**config.mk**
```make
export PLATFORM = sky130hd
export DESIGN_NAME = seq_mul
export DESIGN_NICKNAME = d
export VERILOG_FILES = /design/src/rtl/seq_mul.sv
export SDC_FILE = /design/constraint.sdc
export NUM_CORES = 1
export LEC_CHECK = 0
export CORE_ASPECT_RATIO = 1.25
export CORE_MARGIN = 3
export CORE_UTILIZATION = 60
export CTS_CLUSTER_SIZE = 30
export DETAILED_ROUTE_END_ITERATION = 10
export PLACE_DENSITY = 0.85
export SETUP_SLACK_MARGIN = 0.4
export SYNTH_ARGS = -nofsm -noshare
export SYNTH_HDL_FRONTEND = slang
export SYNTH_SLANG_ARGS = --single-unit
```
**constraint.sdc**
```tcl
create_clock -name clk -period 12.05 [get_ports clk]
set_input_delay 3.615 -clock clk [delete_from_list [all_inputs] [get_ports clk]]
set_output_delay 3.615 -clock clk [all_outputs]
set_load 0.1 [all_outputs]
```
**src/rtl/seq_mul.sv**
```systemverilog
// seq_mul: iterative shift-add multiplier with start/ready handshake.
// Operands are converted to magnitudes on capture, multiplied one bit per
// clock, and the sign is re-applied to the full 2*WIDTH product in FINISH.
module seq_mul #(
  parameter int WIDTH = 32,
  parameter int CNT_W = 6
) (
  input  logic             clk,
  input  logic             rst,
  input  logic             start,
  input  logic             is_signed,
  input  logic [WIDTH-1:0] multiplicand,
  input  logic [WIDTH-1:0] multiplier,
  output logic             ready,
  output logic             done,
  output logic [WIDTH-1:0] product_hi,
  output logic [WIDTH-1:0] product_lo
);

  typedef enum logic [1:0] {IDLE, BUSY, FINISH} state_t;

  localparam logic [WIDTH-1:0]   ONE_W   = {{(WIDTH-1){1'b0}}, 1'b1};
  localparam logic [2*WIDTH-1:0] ONE_2W  = {{(2*WIDTH-1){1'b0}}, 1'b1};
  localparam logic [CNT_W-1:0]   CNT_ONE = CNT_W'(1);
  localparam logic [CNT_W-1:0]   CNT_INI = CNT_W'(WIDTH);

  state_t             state, state_nxt;
  logic [WIDTH-1:0]   mcand, mplier;
  logic [WIDTH:0]     acc, sum;
  logic [CNT_W-1:0]   cnt;
  logic               neg;
  logic               a_neg, b_neg;
  logic [2*WIDTH-1:0] prod_raw, prod_fix;

  // State register.
  always_ff @(posedge clk or posedge rst) begin
    if (rst) state <= IDLE;
    else     state <= state_nxt;
  end

  // Next-state and handshake decode.
  always_comb begin
    state_nxt = state;
    ready     = 1'b0;
    case (state)
      IDLE: begin
        ready = 1'b1;
        if (start) state_nxt = BUSY;
      end
      BUSY:    if (cnt == CNT_ONE) state_nxt = FINISH;
      FINISH:  state_nxt = IDLE;
      default: state_nxt = IDLE;
    endcase
  end

  // Operand sign detection, partial-sum adder and final sign fix-up.
  always_comb begin
    a_neg    = is_signed & multiplicand[WIDTH-1];
    b_neg    = is_signed & multiplier[WIDTH-1];
    sum      = mplier[0] ? (acc + {1'b0, mcand}) : acc;
    prod_raw = {acc[WIDTH-1:0], mplier};
    prod_fix = neg ? (~prod_raw + ONE_2W) : prod_raw;
  end

  // Datapath: capture, shift-add iterations, result registration.
  always_ff @(posedge clk or posedge rst) begin
    if (rst) begin
      mcand      <= '0;
      mplier     <= '0;
      acc        <= '0;
      cnt        <= '0;
      neg        <= 1'b0;
      done       <= 1'b0;
      product_hi <= '0;
      product_lo <= '0;
    end else begin
      done <= (state == FINISH);
      case (state)
        IDLE: begin
          if (start) begin
            mcand  <= a_neg ? (~multiplicand + ONE_W) : multiplicand;
            mplier <= b_neg ? (~multiplier + ONE_W) : multiplier;
            neg    <= a_neg ^ b_neg;
            acc    <= '0;
            cnt    <= CNT_INI;
          end
        end
        BUSY: begin
          // {acc, mplier} <= {sum, mplier} >> 1, split across the two registers
          acc    <= {1'b0, sum[WIDTH:1]};
          mplier <= {sum[0], mplier[WIDTH-1:1]};
          cnt    <= cnt - CNT_ONE;
        end
        FINISH: begin
          product_hi <= prod_fix[2*WIDTH-1:WIDTH];
          product_lo <= prod_fix[WIDTH-1:0];
        end
        default: ;
      endcase
    end
  end

endmodule

```
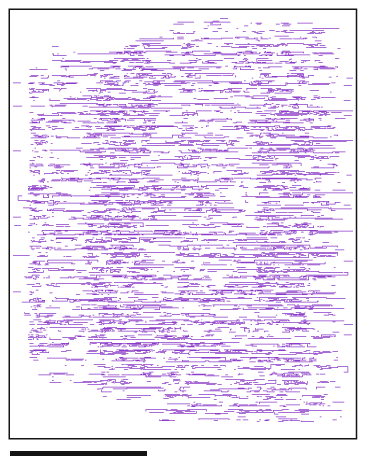
(images/m1.png)
Bar = 50 um.
share of all routed wire: 40%
wire length on this layer: 11,000 um
nets with wire on the layer: 1,302
longest straight run: 27.6 um

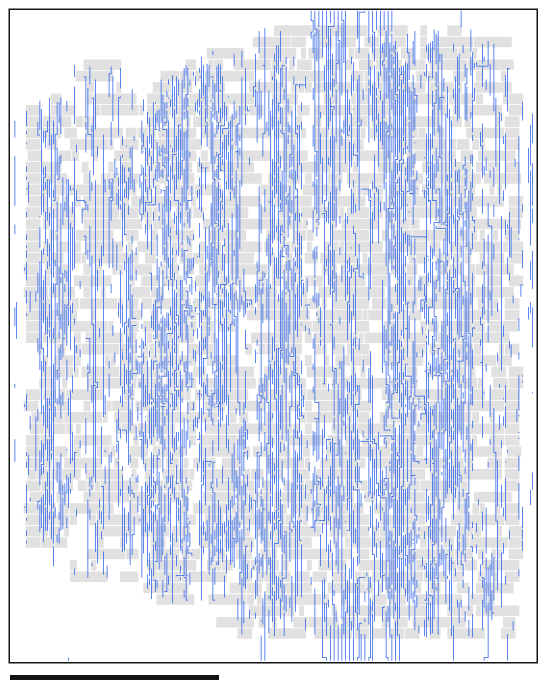
(images/m2.png)
Bar = 50 um.
nets with wire on the layer: 1,190
wire length on this layer: 13,900 um

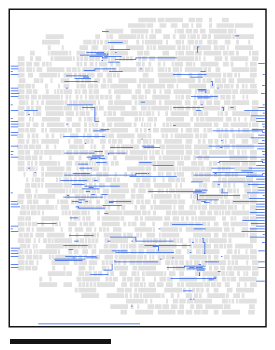
(images/m3.png)
Bar = 50 um.
longest straight run: 49.9 um
share of all routed wire: 5.9%
main direction: horizontal
wire length on this layer: 1,620 um
nets with wire on the layer: 188

==> impl_metrics.env <==
# source this file to load flow results
export IMPL_design_area_sq_mm=0.01273
export IMPL_worst_setup_path_type="input pin to flop"
export IMPL_drt_vias_per_instance=6.216
export IMPL_wirelength_mm=27.39
export IMPL_crit_chain="clkdlybuf4s50_1 -> nor4_1 -> nand2_1 -> or3_1 -> nor3_1 -> a21oi_1 -> xnor2_1 -> o21ai_0"
export IMPL_ys_flop_type="dfrtp_1"
export IMPL_clkSinkCount=170
export IMPL_htree_levels=4
export IMPL_grt_overflow_total=0
export IMPL_path_clk_slew_ps=80
export IMPL_yosysWarnings=0
export IMPL_whs_path_depth=2
export IMPL_synthMuxAreaShare_pct=0.7541
export IMPL_grt_pass1_vias=9221
export IMPL_ir_drop_mv=0.1336
export IMPL_finalMaxSlewViolations=0
export IMPL_ys_sh_xor_pct=11.78
export IMPL_rr_endpoint="product_hi[20]"
export IMPL_required_ps=12340
export IMPL_ys_cells=1253
export IMPL_ys_types=59
export IMPL_warning_count=31
export IMPL_die_x_um=125.9
export IMPL_pre_cts_slack_ps=5431
export IMPL_critPathSlowestCell="nor3_1"
export IMPL_slew_headroom_pct=24.16
export IMPL_fillCellCount=1374
export IMPL_num_io_pins=134
export IMPL_die_height_um=155.9
export IMPL_dpl_cell_count=1541
export IMPL_edf_count=0
export IMPL_power_total_mw=3.492
export IMPL_hold_end="product_lo[7]"
export IMPL_fmax_mhz=159.6
export IMPL_nNetsFinal=1442
export IMPL_fin_hold_ws_ps=479.2
export IMPL_maxCapViolCount=0
export IMPL_gp_congestion=0.9312
export IMPL_cp_startpoint="multiplier[2]"
export IMPL_status="finished clean"
export IMPL_synth_seq_share_pct=39.45
export IMPL_finalWorstSetupSlack_ps=5782
export IMPL_r2r_slack_ps=8050
export IMPL_synth_adder_area_share_pct=4.478
export IMPL_grt_max_degree=130
export IMPL_tns_ps=0
export IMPL_drtPass1Iterations=5
export IMPL_fp_util_pct=61.39
export IMPL_grt_use_total_pct=27.66
export IMPL_drc_errors=0
export IMPL_setup_viol=0
export IMPL_critPathCaptureType="flop"
export IMPL_static_leakage_power_nw=5.245
export IMPL_cts_buffers=17
export IMPL_rows=54
export IMPL_syn_area_sq_mm=0.01078
export IMPL_dpl_hpwl_mm=19.56
export IMPL_vias=9778
export IMPL_synthAoiAreaFrac_pct=23.18
export IMPL_postCtsSetupRepairBufs=0
export IMPL_grt_pass1_wl_mm=44.24
export IMPL_syn_num_nets=1359
export IMPL_syn2layout_area_growth_pct=18.01
export IMPL_core_sq_mm=0.01757
export IMPL_met1_usage_pct=33.43
export IMPL_worst_path_max_fanout=6
export IMPL_avgSynthCellArea_sq_um=8.607
export IMPL_chipArea_sq_mm=0.01963
export IMPL_clk_path_buf_depth=2
export IMPL_seq_area_sq_mm=0.004255
export IMPL_rsz0062_at_grt="false"
export IMPL_diodes=0
export IMPL_cts_tree="yes"
export IMPL_layout_cells_most_common="o21ai_0"
export IMPL_yosys_area_share_simple_pct=17.12
export IMPL_synth_logic_top_family="AND-OR/OR-AND gates"
export IMPL_clk_latency_ps=450
export IMPL_avgRoutedWirePerCell_um=17.41
export IMPL_dpl_cell_area_sq_mm=0.01218
export IMPL_hold_viol_final=0
export IMPL_reg2regPathDepth=10
export IMPL_finalNonFillerCells=1573
export IMPL_tightest_slew_ps=1138
export IMPL_post_cts_hold_buffer_count=0
export IMPL_drive_gt1_share_pct=4.299
export IMPL_drt_iter0_drc=771
export IMPL_ys_ff=170
export IMPL_cts_root_buf="clkbuf_16"
export IMPL_ant_nets=0
export IMPL_critPathLaunchType="input pin"
export IMPL_antenna_found_initial=0
export IMPL_cp_arrival_ps=6550
export IMPL_hp_class="flop to flop"
export IMPL_period_used_pct=52.01
export IMPL_port_buffers=133
export IMPL_synthArstFlopShare_pct=100.0
export IMPL_min_from="product_lo[7]"
export IMPL_final_comb_area_sq_mm=0.006201
export IMPL_cts_resized=0
export IMPL_power_density_mw_per_mm2=274.4
export IMPL_reg2reg_from="mplier[0]"
export IMPL_skew_ps=14.81
export IMPL_final_cell_mix="193 x o21ai_0, 169 x nand2_1, 169 x dfrtp_1, 133 x clkdlybuf4s50_1, 107 x xor2_1"
export IMPL_period_needed_ps=6268
export IMPL_ys_area_sq_mm=0.01078
export IMPL_crit_path_max_incr_delay_ps=660
export IMPL_syn_inst=1253
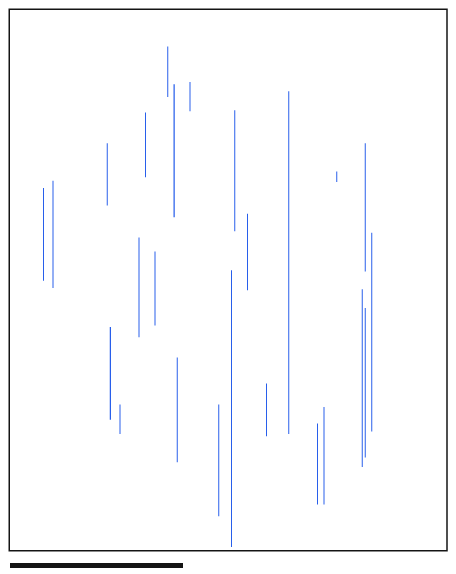
(images/m4.png)
Bar = 50 um.
share of all routed wire: 2.9%
longest straight run: 98.6 um
main direction: vertical

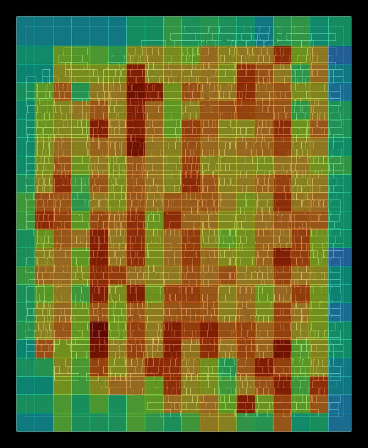
(images/congestion_map.png)
Final Core Density: 72.44%
met2 usage: 49.84%
met3 usage: 3.836%
busiest grt layer: met2

logic make-up after synthesis:
group,Yosys count
AND-OR/OR-AND,419
AND/OR/NAND/NOR,380
flip-flops,170
XOR/XNOR,145
buffers and inverters,93
adder cells (fa/ha/maj),38
multiplexers,8
worst max-delay path by stage:
stage / to / slack [ps] / depth (start not counted)
6_report: mplier[27] / 5780 / 8
5_1_grt: mplier[23] / 5650 / 8
4_1_cts: mplier[27] / 5860 / 8
3_5_place_dp: mplier[27] / 5430 / 8
3_3_place_gp: mplier[26] / 5510 / 8
2_1_floorplan: acc[0] / 3830 / 1
critical path, delay by kind of cell:
family | cells | cell delay, ps
simple gates | 4 | 1930
buf+inv | 1 | 500
xor+xnor | 1 | 220
compound gates | 2 | 290
where the power goes:
part	internal, mW	leakage [nW]	switching (mW)
sequential	0.789	2.06	0.300
combinational	0.686	2.93	1.20
clock	0.268	0.252	0.247
total	1.74	5.24	1.75
per-layer routing:
metal,up-vias,share of wire (%)
met3,58,5.9
met2,357,51
met4,0,2.9
met5,-,0
li1,4716,-
met1,4647,40
flip-flops by register name (all words and copies together), names as in the netlist:
signal,cells
acc,32
mcand,32
mplier,32
product_hi,32
product_lo,32
cnt,6
state,2
done,1
neg,1
final cells by class:
type                       instances  area share (%)
timing repair buffer             137           10.70
multi-input combinational        990           48.73
clock inverter                    14          0.9340
inverter                          20          0.6292
tap                              224           2.202
clock buffer                      18           3.372
sequential                       170           33.44
Yosys cell counts (4+ instances only):
| cell | n | share of area [%] |
|---|---|---|
| o21bai_1 | 4 | 0.28 |
| o41ai_1 | 17 | 1.4 |
| a22oi_1 | 41 | 2.9 |
| buf_1 | 4 | 0.14 |
| o21ai_1 | 22 | 1.0 |
| nand2b_1 | 11 | 0.64 |
| o21ai_0 | 193 | 9.0 |
| inv_1 | 20 | 0.70 |
| a21oi_1 | 59 | 2.7 |
| o21a_1 | 6 | 0.42 |
| nor2_1 | 52 | 1.8 |
| a21o_1 | 13 | 0.90 |
| clkbuf_1 | 69 | 2.4 |
| and3_1 | 6 | 0.35 |
| a31oi_1 | 14 | 0.81 |
| xnor2_1 | 38 | 3.1 |
| and2_1 | 4 | 0.23 |
| nand4_1 | 12 | 0.70 |
| xor2_1 | 107 | 8.7 |
| or2_2 | 4 | 0.23 |
| or4_1 | 15 | 1.0 |
| nor3_1 | 18 | 0.84 |
| ha_1 | 37 | 4.3 |
| nand3_1 | 26 | 1.2 |
| a41oi_1 | 4 | 0.32 |
| or3_1 | 19 | 1.1 |
| dfrtp_1 | 170 | 39 |
| o31ai_1 | 25 | 1.7 |
| mux2i_1 | 7 | 0.65 |
| nor2b_1 | 8 | 0.46 |
| nor4_1 | 15 | 0.87 |
| nand2_1 | 170 | 5.9 |
Power figures rest on the tool's default switching activity, not on a simulated workload.
